==> src/rtl/roll_pkg.sv <==
// Shared types and defaults for the roll-mode decimator.
package roll_pkg;

   localparam int DATA_W_DEF = 12;
   localparam int NCH_DEF    = 2;

   typedef enum logic [1:0] {
      ROLL_SAMPLE = 2'd0,
      ROLL_MAX    = 2'd1,
      ROLL_MIN    = 2'd2,
      ROLL_MINMAX = 2'd3
   } roll_mode_e;

   typedef enum logic {
      ST_ACC      = 1'b0,
      ST_EMIT_MAX = 1'b1
   } roll_state_e;

endpackage

==> src/rtl/roll_ch_acc.sv <==
// One channel of the decimator: last sample plus running max/min.
module roll_ch_acc
   import roll_pkg::*;
#(
   parameter int DATA_W = DATA_W_DEF
) (
   input  logic              clk,
   input  logic              rst,
   input  logic              en,
   input  logic              first,
   input  logic [DATA_W-1:0] d,
   output logic [DATA_W-1:0] last_nxt,
   output logic [DATA_W-1:0] mx_nxt,
   output logic [DATA_W-1:0] mn_nxt
);

   logic [DATA_W-1:0] last_q;
   logic [DATA_W-1:0] mx_q;
   logic [DATA_W-1:0] mn_q;

   // Next-state values include the sample accepted this cycle.
   always_comb begin
      last_nxt = last_q;
      mx_nxt   = mx_q;
      mn_nxt   = mn_q;
      if (en) begin
         last_nxt = d;
         if (first) begin
            mx_nxt = d;
            mn_nxt = d;
         end else begin
            if (d > mx_q) mx_nxt = d;
            if (d < mn_q) mn_nxt = d;
         end
      end
   end

   always_ff @(posedge clk) begin
      if (rst) begin
         last_q <= '0;
         mx_q   <= '0;
         mn_q   <= '0;
      end else begin
         last_q <= last_nxt;
         mx_q   <= mx_nxt;
         mn_q   <= mn_nxt;
      end
   end

endmodule

==> src/rtl/roll_decimator.sv <==
// Multi-channel roll-mode decimator: window counter, latched config,
// emit FSM and registered display write port.
module roll_decimator
   import roll_pkg::*;
#(
   parameter int DATA_W  = DATA_W_DEF,
   parameter int NCH     = NCH_DEF,
   parameter int PRESC_W = 16
) (
   input  logic                  clk,
   input  logic                  rst,
   input  logic                  in_valid,
   input  logic [NCH*DATA_W-1:0] in_data,
   input  logic [PRESC_W-1:0]    prescaler,
   input  logic [1:0]            mode,
   output logic [NCH*DATA_W-1:0] out_data,
   output logic                  w_clk,
   output logic                  out_tag
);

   localparam int W = NCH * DATA_W;
   localparam logic [PRESC_W-1:0] ONE = {{(PRESC_W-1){1'b0}}, 1'b1};

   logic [PRESC_W-1:0] cnt;
   logic [PRESC_W-1:0] presc_l;
   logic [PRESC_W-1:0] presc_c;
   logic [PRESC_W-1:0] last_idx;
   roll_mode_e         mode_l;
   roll_mode_e         mode_c;
   roll_state_e        state;
   logic               first;
   logic               done;
   logic [W-1:0]       last_w;
   logic [W-1:0]       mx_w;
   logic [W-1:0]       mn_w;
   logic [W-1:0]       prim;
   logic [W-1:0]       mx_hold;
   logic [W-1:0]       pend_data;
   logic               pend_v;

   // At the first sample the live inputs define the window.
   assign first    = (cnt == '0);
   assign presc_c  = first ? prescaler : presc_l;
   assign mode_c   = first ? roll_mode_e'(mode) : mode_l;
   assign last_idx = (mode_c == ROLL_MINMAX && presc_c == '0)
                     ? ONE : presc_c;
   assign done     = in_valid && (cnt == last_idx);

   for (genvar c = 0; c < NCH; c++) begin : g_ch
      roll_ch_acc #(.DATA_W(DATA_W)) u_acc (
         .clk      (clk),
         .rst      (rst),
         .en       (in_valid),
         .first    (first),
         .d        (in_data[c*DATA_W +: DATA_W]),
         .last_nxt (last_w[c*DATA_W +: DATA_W]),
         .mx_nxt   (mx_w[c*DATA_W +: DATA_W]),
         .mn_nxt   (mn_w[c*DATA_W +: DATA_W])
      );
   end

   always_comb begin
      prim = mn_w;
      unique case (mode_c)
         ROLL_SAMPLE: prim = last_w;
         ROLL_MAX:    prim = mx_w;
         ROLL_MIN:    prim = mn_w;
         ROLL_MINMAX: prim = mn_w;
      endcase
   end

   always_ff @(posedge clk) begin
      if (rst) begin
         cnt       <= '0;
         presc_l   <= '0;
         mode_l    <= ROLL_SAMPLE;
         state     <= ST_ACC;
         out_data  <= '0;
         w_clk     <= 1'b0;
         out_tag   <= 1'b0;
         mx_hold   <= '0;
         pend_data <= '0;
         pend_v    <= 1'b0;
      end else begin
         w_clk   <= 1'b0;
         out_tag <= 1'b0;
         if (in_valid) begin
            cnt <= done ? '0 : cnt + ONE;
            if (first) begin
               presc_l <= prescaler;
               mode_l  <= roll_mode_e'(mode);
            end
         end
         unique case (state)
            ST_ACC: begin
               // A one-sample window finishing during EMIT_MAX slips a cycle.
               if (pend_v) begin
                  w_clk     <= 1'b1;
                  out_data  <= pend_data;
                  pend_v    <= done;
                  pend_data <= prim;
               end else if (done) begin
                  w_clk    <= 1'b1;
                  out_data <= prim;
                  if (mode_c == ROLL_MINMAX) begin
                     mx_hold <= mx_w;
                     state   <= ST_EMIT_MAX;
                  end
               end
            end
            ST_EMIT_MAX: begin
               w_clk     <= 1'b1;
               out_tag   <= 1'b1;
               out_data  <= mx_hold;
               pend_v    <= done;
               pend_data <= prim;
               state     <= ST_ACC;
            end
         endcase
      end
   end

endmodule

==> config.mk <==
export PLATFORM = sky130hd
export DESIGN_NAME = roll_decimator
export DESIGN_NICKNAME = d
export VERILOG_FILES = /design/src/rtl/roll_pkg.sv /design/src/rtl/roll_ch_acc.sv /design/src/rtl/roll_decimator.sv
export SDC_FILE = /design/constraint.sdc
export NUM_CORES = 1
export LEC_CHECK = 0
export CORE_UTILIZATION = 55
export CTS_BUF_LIST = sky130_fd_sc_hd__clkbuf_4 sky130_fd_sc_hd__clkbuf_8
export CTS_CLUSTER_DIAMETER = 100
export DETAILED_ROUTE_END_ITERATION = 8
export PLACE_DENSITY = 0.88
export SLEW_MARGIN = 20
export SYNTH_ARGS = -nofsm -noshare
export SYNTH_HDL_FRONTEND = slang
export SYNTH_SLANG_ARGS = --single-unit
==> constraint.sdc <==
create_clock -name clk -period 2.99 [get_ports clk]
set_input_delay 0.897 -clock clk [delete_from_list [all_inputs] [get_ports clk]]
set_output_delay 0.897 -clock clk [all_outputs]
set_load 0.02 [all_outputs]
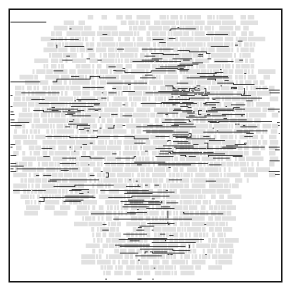
(met3 routing)
Scale: 2 px per um. Cells faint in the background.
wire length on this layer: 2650 um
nets with wire on the layer: 214
longest straight run: 51.8 um
share of all routed wire: 8.5%
final wirelength: 31.2 mm
global-route met3 utilization: 0.0640

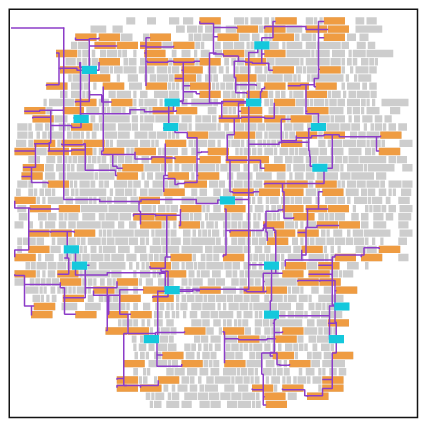
(routed clock nets over the placement)
Scale: 3 px per um.
[clock wires] purple | length: 2120 um
[clock-net drivers] cyan | count: 17
[flip-flops] orange | count: 182
routed clock nets: 18
Skew-Pair Late Insertion Delay: 0.48 ns
reported clock group power: 1.71 mW
Clk pwr share: 0.300

==> results_dict.tcl <==
# implementation run metrics
set metrics [dict create \
    routabilityCongestion 0.962 \
    filler_cell_count 1121 \
    hold-path-endpoint "pend_data[15]" \
    final_hold_vios 0 \
    cp_data_arrival_time_ns 3.37 \
    worstSetupPathDepth 12 \
    worstPathMaxFanout 7 \
    post-place-ws_ns -0.824 \
    timing.critical_path.from_type "input pin" \
    lay_top_count "sky130_fd_sc_hd__dfxtp_1" \
    yosys_warnings 0 \
    tool_warnings 28 \
    detail_route.wl_per_cell_um 20.3 \
    cp-endpoint "out_data[8]" \
    chip_area_um2 18400 \
    numPortBuffers 70 \
    max_freq_mhz 334 \
    cts_sinks 182 \
    totalNegativeSetupSlack_ns -0.000503 \
    max_cap_violations 0 \
    holdCritPathClass "register to register" \
    synth_cell_types 73 \
    synth.ff_latch_count 182 \
    violations_in_the_final_reports "setup timing" \
    synth_cells 1140 \
    timing.critical_path.cells "dlygate4sd2_1 > ha_1 > and4_1 > nand4_1 > buf_4 > nor3_2 > a311o_1 > buf_12 > mux2i_4 > nand2_2 > o2bb2ai_2 > o221a_2" \
    grt-ovfl-total 0 \
    rrSetupSlack_ns 0.08 \
    period_minus_slack_ns 2.99 \
    worstHoldStart "pend_data[15]" \
    placementRows 48 \
    cts_inserted_buffers 17 \
    tritoncts "yes" \
    drtPass1Iterations 7 \
    yosys_cells 1140 \
    post_route_cells_drive_above_1_share 0.228 \
    worst_slack_ns -0.000503 \
    initialDrtViolationCount 1123 \
    status "complete, but fails checks" \
    yosys.stat.seqShare 0.371 \
    final_nets 1393 \
    skew_ns 0.0136 \
    final_setup_violating_endpoints 1 \
    max_stage_delay_ns 0.32 \
    boundaryPins 71 \
    ys_chip_area_um2 9810 \
    timing.rr.start "cnt[0]" \
    htree_levels 4 \
    final-max-slew-violation-count 0 \
    clock_path_buffers 2 \
    clkTransAtPathRegs_ns 0.09 \
]
==> kinds of logic after synthesis <==
kind of cell               synth area share
AOI/OAI and AO/OA                     0.184
xor gates and xnor gates             0.0241
adders and majority gates            0.0612
buffers and inverters                0.0663
DFF                                   0.371
muxes                                 0.110
and+or+nand+nor                       0.183
==> metal layers <==
metal,share of wire,vias up
li1,-,4346
met1,0.39,4560
met2,0.48,582
met3,0.085,157
met4,0.046,0
met5,0,-
==> where the power goes <==
part / switching [mW] / internal [mW] / total [mW]
Clock: 0.886 / 0.825 / 1.71
Combinational: 0.778 / 0.620 / 1.40
Sequential: 0.0793 / 2.52 / 2.60
Total: 1.74 / 3.97 / 5.71
==> final cells by class <==
| class | instances | area, um^2 | area share |
|---|---|---|---|
| multi-input combinational | 808 | 5990 | 0.480 |
| sequential | 182 | 3640 | 0.292 |
| timing repair buffer | 212 | 1880 | 0.151 |
| inverter | 79 | 297 | 0.0238 |
| tap | 225 | 282 | 0.0226 |
| clock buffer | 19 | 249 | 0.0200 |
| clock inverter | 10 | 134 | 0.0107 |
==> cell usage after synthesis, drive strengths merged, types with 3 or more instances <==
| cell type | number | area share |
|---|---|---|
| nor4b | 3 | 0.0040 |
| a31oi | 3 | 0.0019 |
| and3 | 7 | 0.0045 |
| xnor2 | 7 | 0.0062 |
| dfxtp | 182 | 0.37 |
| a211o | 5 | 0.0045 |
| nor4 | 11 | 0.0092 |
| ha | 48 | 0.061 |
| a211oi | 17 | 0.014 |
| and4 | 6 | 0.0054 |
| nand2b | 5 | 0.0032 |
| mux2i | 72 | 0.076 |
| o2111ai | 3 | 0.0027 |
| inv | 77 | 0.029 |
| clkbuf | 33 | 0.013 |
| nor2b | 28 | 0.018 |
| xor2 | 20 | 0.018 |
| o2bb2ai | 5 | 0.0045 |
| o221ai | 12 | 0.011 |
| a311oi | 11 | 0.0098 |
| nand4 | 14 | 0.010 |
| mux2 | 23 | 0.033 |
| a21oi | 104 | 0.053 |
| buf | 38 | 0.023 |
| o22a | 6 | 0.0054 |
| a31o | 6 | 0.0054 |
| o21ai | 25 | 0.014 |
| or3 | 4 | 0.0026 |
| nand2 | 93 | 0.036 |
| a221oi | 12 | 0.011 |
| o211ai | 3 | 0.0023 |
| o311a | 7 | 0.0071 |
| nor2 | 158 | 0.061 |
| and2 | 14 | 0.0089 |
| nand3 | 18 | 0.0092 |
| o221a | 12 | 0.014 |
| nor3 | 13 | 0.0078 |
| a2111oi | 3 | 0.0027 |
| o21a | 6 | 0.0046 |
==> through the flow <==
stage / utilization / hold slack, ns / power (mW) / instances / instance area (um^2)
final: 0.719 / 0.476 / 5.71 / 1535 / 12500
after global placement: 0.670 / 0.445 / 3.81 / 1498 / 11600
after global routing: 0.719 / 0.497 / 5.91 / 1535 / 12500
after floorplan: - / 0.434 / 3.35 / 1140 / 9880
after CTS: 0.704 / 0.469 / 5.55 / 1532 / 12200
after detailed placement: 0.670 / 0.456 / 3.85 / 1498 / 11600
==> repair_timing <==
action,CTS,global route
endpoints found under the setup margin,76,74
cloned,0,0
gates resized,53,57
pin swaps,17,22
setup buffers,5,3
Power and IR drop assume default switching activity.
